===== src/rtl/load_store_unit.sv =====
// load_store_unit: initiator side of the CPU data-memory port.
//
// Accepts one load/store per handshake from the MEM stage, issues word-aligned
// read/write accesses with byte strobes, waits for mem_ready_i and returns a
// sign- or zero-extended load result. Illegal func3 and (by default) misaligned
// accesses fault without touching memory.
//
// Build option: define MISALIGNED_SPLIT_EN to make misaligned H/W legal. Accesses
// that cross a word boundary are then split into two word accesses.
//
// Ports:
//   clk_i, rst_i                 clock, synchronous active-high reset
//   req_valid_i / req_ready_o    request handshake (ready only in idle)
//   req_load_i, req_func3_i      load/store select, access width/extension
//   req_address_i, req_wdata_i   byte address, right-justified store data
//   rsp_valid_o                  one-cycle completion pulse
//   rsp_data_o, rsp_fault_o      load result (0 for stores/faults), fault flag
//   busy_o                       unit not idle, stalls the pipeline
//   mem_read_o, mem_write_o      access strobes, held until mem_ready_i
//   mem_address_o                word-aligned address
//   mem_wdata_o, mem_wstrb_o     lane-positioned store data and byte enables
//   mem_rdata_i, mem_ready_i     read word and access-complete from memory
module load_store_unit #(
    parameter int unsigned ADDR_WIDTH = 32
) (
    input  logic                  clk_i,
    input  logic                  rst_i,
    input  logic                  req_valid_i,
    output logic                  req_ready_o,
    input  logic                  req_load_i,
    input  logic [2:0]            req_func3_i,
    input  logic [ADDR_WIDTH-1:0] req_address_i,
    input  logic [31:0]           req_wdata_i,
    output logic                  rsp_valid_o,
    output logic [31:0]           rsp_data_o,
    output logic                  rsp_fault_o,
    output logic                  busy_o,
    output logic                  mem_read_o,
    output logic                  mem_write_o,
    output logic [ADDR_WIDTH-1:0] mem_address_o,
    output logic [31:0]           mem_wdata_o,
    output logic [3:0]            mem_wstrb_o,
    input  logic [31:0]           mem_rdata_i,
    input  logic                  mem_ready_i
);

`ifdef MISALIGNED_SPLIT_EN
    localparam bit SplitEn = 1'b1;
`else
    localparam bit SplitEn = 1'b0;
`endif

    typedef enum logic [1:0] {StIdle, StAcc0, StAcc1, StResp} state_e;

    state_e                state_q;
    logic [ADDR_WIDTH-1:0] addr_q;
    logic                  load_q;
    logic [2:0]            size_q;
    logic                  uns_q;
    logic                  cross_q;
    logic [31:0]           wdata_hi_q;
    logic [3:0]            wstrb_hi_q;
    logic [31:0]           rdata0_q;

    // Request decode
    logic [1:0]  dec_off;
    logic [2:0]  dec_size;
    logic [3:0]  dec_mask;
    logic        dec_illegal;
    logic        dec_misaligned;
    logic        dec_fault;
    logic        dec_cross;
    logic [63:0] dec_shift_data;
    logic [7:0]  dec_shift_strb;
    logic [31:0] dec_wdata_lo;

    always_comb begin
        dec_off     = req_address_i[1:0];
        dec_size    = 3'd4;
        dec_mask    = 4'b1111;
        dec_illegal = 1'b0;
        case (req_func3_i)
            3'b000: begin dec_size = 3'd1; dec_mask = 4'b0001; end
            3'b001: begin dec_size = 3'd2; dec_mask = 4'b0011; end
            3'b010: begin dec_size = 3'd4; dec_mask = 4'b1111; end
            3'b100: begin dec_size = 3'd1; dec_mask = 4'b0001; dec_illegal = !req_load_i; end
            3'b101: begin dec_size = 3'd2; dec_mask = 4'b0011; dec_illegal = !req_load_i; end
            default: dec_illegal = 1'b1;
        endcase
        dec_misaligned = (dec_size == 3'd2 && dec_off[0]) || (dec_size == 3'd4 && dec_off != 2'b00);
        dec_fault      = dec_illegal || (dec_misaligned && !SplitEn);
        dec_cross      = ({1'b0, dec_off} + dec_size) > 3'd4;
        // 64-bit lane view: low word feeds the first access, high word the second
        dec_shift_data = {32'b0, req_wdata_i} << {dec_off, 3'b000};
        dec_shift_strb = {4'b0, dec_mask} << dec_off;
        // Aligned B/H replicate across the word; misaligned fall back to shifted lanes
        if (dec_size == 3'd1) begin
            dec_wdata_lo = {4{req_wdata_i[7:0]}};
        end else if (dec_size == 3'd2 && !dec_off[0]) begin
            dec_wdata_lo = {2{req_wdata_i[15:0]}};
        end else begin
            dec_wdata_lo = dec_shift_data[31:0];
        end
    end

    function automatic logic [31:0] extend_load(input logic [63:0] raw, input logic [1:0] off,
                                                input logic [2:0] size, input logic uns);
        logic [31:0] sh;
        sh = 32'(raw >> {off, 3'b000});
        case (size)
            3'd1:    extend_load = uns ? {24'b0, sh[7:0]} : {{24{sh[7]}}, sh[7:0]};
            3'd2:    extend_load = uns ? {16'b0, sh[15:0]} : {{16{sh[15]}}, sh[15:0]};
            default: extend_load = sh;
        endcase
    endfunction

    assign req_ready_o = (state_q == StIdle) && !rst_i;
    assign busy_o      = (state_q != StIdle);

    always_ff @(posedge clk_i) begin
        if (rst_i) begin
            state_q       <= StIdle;
            mem_read_o    <= 1'b0;
            mem_write_o   <= 1'b0;
            mem_wstrb_o   <= 4'b0;
            mem_wdata_o   <= 32'b0;
            mem_address_o <= '0;
            rsp_valid_o   <= 1'b0;
            rsp_fault_o   <= 1'b0;
            rsp_data_o    <= 32'b0;
        end else begin
            unique case (state_q)
                StIdle: begin
                    rsp_valid_o <= 1'b0;
                    if (req_valid_i) begin
                        addr_q     <= req_address_i;
                        load_q     <= req_load_i;
                        size_q     <= dec_size;
                        uns_q      <= req_func3_i[2];
                        cross_q    <= dec_cross;
                        wdata_hi_q <= dec_shift_data[63:32];
                        wstrb_hi_q <= req_load_i ? 4'b0 : dec_shift_strb[7:4];
                        if (dec_fault) begin
                            state_q     <= StResp;
                            rsp_valid_o <= 1'b1;
                            rsp_fault_o <= 1'b1;
                            rsp_data_o  <= 32'b0;
                        end else begin
                            state_q       <= StAcc0;
                            mem_address_o <= {req_address_i[ADDR_WIDTH-1:2], 2'b00};
                            mem_read_o    <= req_load_i;
                            mem_write_o   <= !req_load_i;
                            mem_wdata_o   <= req_load_i ? 32'b0 : dec_wdata_lo;
                            mem_wstrb_o   <= req_load_i ? 4'b0 : dec_shift_strb[3:0];
                        end
                    end
                end
                StAcc0: begin
                    if (mem_ready_i) begin
                        rdata0_q <= mem_rdata_i;
                        if (cross_q) begin
                            state_q       <= StAcc1;
                            // Wraps modulo 2^ADDR_WIDTH at the top of the space
                            mem_address_o <= {addr_q[ADDR_WIDTH-1:2] + (ADDR_WIDTH-2)'(1), 2'b00};
                            mem_wdata_o   <= load_q ? 32'b0 : wdata_hi_q;
                            mem_wstrb_o   <= wstrb_hi_q;
                        end else begin
                            state_q     <= StResp;
                            mem_read_o  <= 1'b0;
                            mem_write_o <= 1'b0;
                            mem_wstrb_o <= 4'b0;
                            rsp_valid_o <= 1'b1;
                            rsp_fault_o <= 1'b0;
                            rsp_data_o  <= load_q ?
                                extend_load({32'b0, mem_rdata_i}, addr_q[1:0], size_q, uns_q) : 32'b0;
                        end
                    end
                end
                StAcc1: begin
                    if (mem_ready_i) begin
                        state_q     <= StResp;
                        mem_read_o  <= 1'b0;
                        mem_write_o <= 1'b0;
                        mem_wstrb_o <= 4'b0;
                        rsp_valid_o <= 1'b1;
                        rsp_fault_o <= 1'b0;
                        rsp_data_o  <= load_q ?
                            extend_load({mem_rdata_i, rdata0_q}, addr_q[1:0], size_q, uns_q) : 32'b0;
                    end
                end
                StResp: begin
                    rsp_valid_o <= 1'b0;
                    state_q     <= StIdle;
                end
            endcase
        end
    end

endmodule


===== config.mk =====
export PLATFORM = sky130hd
export DESIGN_NAME = load_store_unit
export DESIGN_NICKNAME = d
export VERILOG_FILES = /design/src/rtl/load_store_unit.sv
export SDC_FILE = /design/constraint.sdc
export NUM_CORES = 1
export LEC_CHECK = 0
export CELL_PAD_IN_SITES_DETAIL_PLACEMENT = 1
export CELL_PAD_IN_SITES_GLOBAL_PLACEMENT = 1
export CORE_ASPECT_RATIO = 1.1
export CORE_MARGIN = 10
export CORE_UTILIZATION = 45
export CTS_CLUSTER_SIZE = 24
export DETAILED_ROUTE_END_ITERATION = 12
export DONT_BUFFER_PORTS = 1
export PLACE_DENSITY = 0.88
export SLEW_MARGIN = 10
export SYNTH_ARGS = -nofsm -noshare
export SYNTH_HDL_FRONTEND = slang
export SYNTH_SLANG_ARGS = --single-unit

===== constraint.sdc =====
create_clock -name clk_i -period 6.3 [get_ports clk_i]
set_clock_uncertainty 0.1 [all_clocks]
set_input_delay 0.945 -clock clk_i [delete_from_list [all_inputs] [get_ports clk_i]]
set_output_delay 0.945 -clock clk_i [all_outputs]
set_load 0.01 [all_outputs]

==> summary.txt <==
impl run done, here's what came out: WP buf/inv=4, worst-case clock buffer depth=3, # hold bufs at CTS=0, crit path max-delay cell type=o31a_2, io pins=~210, Pint=roughly 0.0027 W, Async S/R FF share, synth=0%, cells in synth_stat.txt=1,102, crit path cell chain=inv_1 -> ha_2 -> buf_4 -> inv_1 -> a22oi_1 -> o31a_2 -> buf_4 -> a221oi_1 -> nor3_1, Arr. time, crit path=4.53 ns, setup TNS=0 ns, Reg area=about 5000 µm², antenna fix cells=0, Seq share, synth=between 40 and 50%, top-count cell post-synth=dfxtp_1, Rows=approximately 60, family with the most delay on the worst path=buffers and inverters, Final Max Slew Viols=0, Layout Nets=~1,200, Layout area overhead=7.57%, initial antenna violation count=0, status=completed, Mapped Area=between 10,000 and 15,000 µm², worst-margin pin slew=~1.1 ns, switching part of the total power=approximately 36%, #FFs+latches synth=201, PD cells=~370 nW/µm², Synth top cells by count=dfxtp_1, edfxtp_1, nor2_1, kind of critical path=reg2reg, grt ovf=0, Setup Buffers After CTS=0, Vias/cell=6.66
==> power groups by stage <==
| stage | registers (W) | logic, W | clock network [W] |
|---|---|---|---|
| floorplan | 0.00172 | 0.000954 | 0 |
| global placement | 0.00178 | 0.00116 | 0 |
| detailed placement | 0.00179 | 0.00121 | 0 |
| CTS | 0.00176 | 0.00122 | 0.00134 |
| global route | 0.00179 | 0.00135 | 0.00140 |
| finish | 0.00176 | 0.00123 | 0.00132 |
==> cell type report <==
type	instances	share of cell area (%)
repair buffers	11	0.703
inverters	25	0.799
well taps	305	3.25
clock buffers	37	6.04
multi-input cells	779	46.4
flip-flops and latches	201	42.5
clock inverters	5	0.288
==> state kept, by name, indices dropped and copies added, names as in the netlist, 2 cells and up <==
name and cells:
mem_address_o 30, addr_q 32, size_q 3, wdata_hi_q 24, rdata0_q 32, state_q 2
rsp_data_o 32, mem_wdata_o 32, mem_wstrb_o 4, wstrb_hi_q 3
==> layout by cell type (no fill, tap or decap), types with 16 or more instances in the layout <==
cell type  synthesis  layout
o21ai_0           45      45
a22o_1            17      17
a21oi_1           78      78
mux2i_1           26      26
nand3_1           39      39
edfxtp_1          97      97
inv_1             23      23
clkbuf_16          0      24
nand2_1           78      78
a221oi_1          40      40
nor2_1            81      80
o22ai_1           16      16
a22oi_1           24      24
mux4_2            18      18
nor3_1            45      44
mux2_2            48      48
dfxtp_1          104     104
==> cell families (layout without fill, tap and decap cells) <==
logic type / Yosys count / count (layout) / synth area share, %
AOI/OAI and AO/OA: 329 / 329 / 21.1
xor gates and xnor gates: 21 / 21 / 1.69
adders and majority gates: 8 / 8 / 0.986
buffers and inverters: 123 / 78 / 4.68
DFF: 201 / 201 / 45.8
muxes: 92 / 92 / 11.1
other: 1 / 2 / 0.0344
and+or+nand+nor: 327 / 327 / 14.7
==> stage by stage <==
stage	std cells	area, µm²	hold WS (ns)	power, W
CTS	1363	11700	0.384	0.00433
finish	1363	11700	0.394	0.00431
floorplan	1103	10900	0.376	0.00267
global placement	1321	11000	0.386	0.00294
global route	1363	11700	0.372	0.00453
detailed placement	1321	11000	0.396	0.00300
==> final timing paths <==
kind / slack (ns) / depth (start not counted) / start / to
worst min register to register: 0.40 / 2 / mem_address_o[23]$_SDFFE_PP0P_ / mem_address_o[23]$_SDFFE_PP0P_
worst max-delay path: 2.09 / 9 / state_q[1]$_SDFFE_PP0P_ / mem_wdata_o[23]$_SDFFE_PP0P_
worst max register to register: 2.09 / 9 / state_q[1]$_SDFFE_PP0P_ / mem_wdata_o[23]$_SDFFE_PP0P_
worst min-delay path: 0.39 / 1 / rst_i / mem_address_o[21]$_SDFFE_PP0P_
==> layer usage <==
metal  share of wire (%)  routed length [µm]  vias up  GRT usage (%)
li1                    -                   -     4089              -
met1                  37               13400     4543           24.6
met2                  49               17700      370           37.2
met3                  11                4020       69           9.32
met4                 2.5                 915        0           6.41
met5                   0                   0        -              0
density.png
Scale: 1.5 px per µm. 17 x 18 tiles, from white (low) to dark blue (high), 0 to 100% covered.
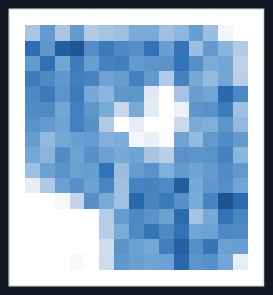
emptiest ninth of the die: bottom left
fullest tile: 86%
mean over tiles: 37%
nearly empty tiles: 31%
tiles over 75% full: 3.3%
floorplan utilization: 45.9%
core area: 23,800 µm²
Util after Layout: 49.4%

met4.png
Scale: 2 px per µm.
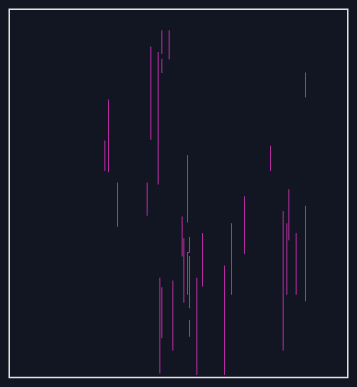
wire length on this layer: 916 µm
main direction: vertical
share of all routed wire: 2.5%
longest straight run: 69.4 µm
WL final: 36,100 µm
via count: 9,071

final_congestion.png
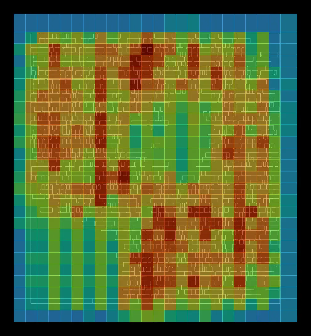
GRT busiest layer: met2
routed length per instance: 26.5 µm
met3 Track Usage GR: 9.32%
Global Route Usage Sum: 21.9%
GR met1 Demand/Resource: 24.6%

clock_map.png
Scale: 3 px per µm.
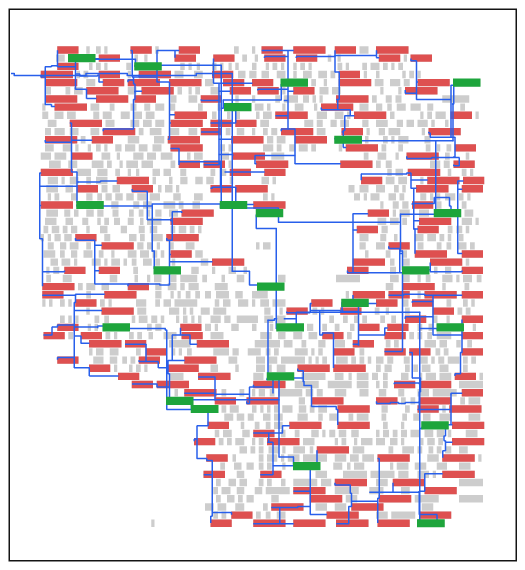
legend:
  red:
    item: flip-flops
    count: 201
  blue:
    item: clock wires
    length: 2,790 µm
  green:
    item: cells driving clock nets
    count: 23
routed clock nets: 24
Clock Power: 0.00132 W
worst-skew pair later-pin latency: 0.52 ns
clock share of power: 30.6%

pdn.png
Scale: 2 px per µm. Pins as bars on the die edge.
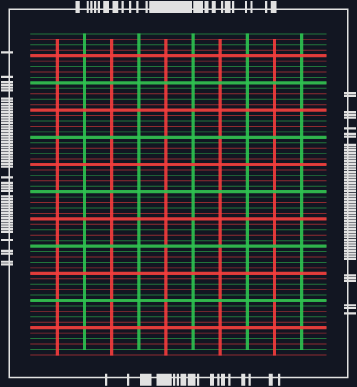
legend:
  green:
    net: VDD
  red:
    net: VSS
met5 straps: 11
met1 rails: 60
signal pins: 210
met4 straps: 10
die y size: 183 µm
die width: 168 µm
Max IR drop VDD: 0.280 mV

Power and IR drop assume default switching activity.
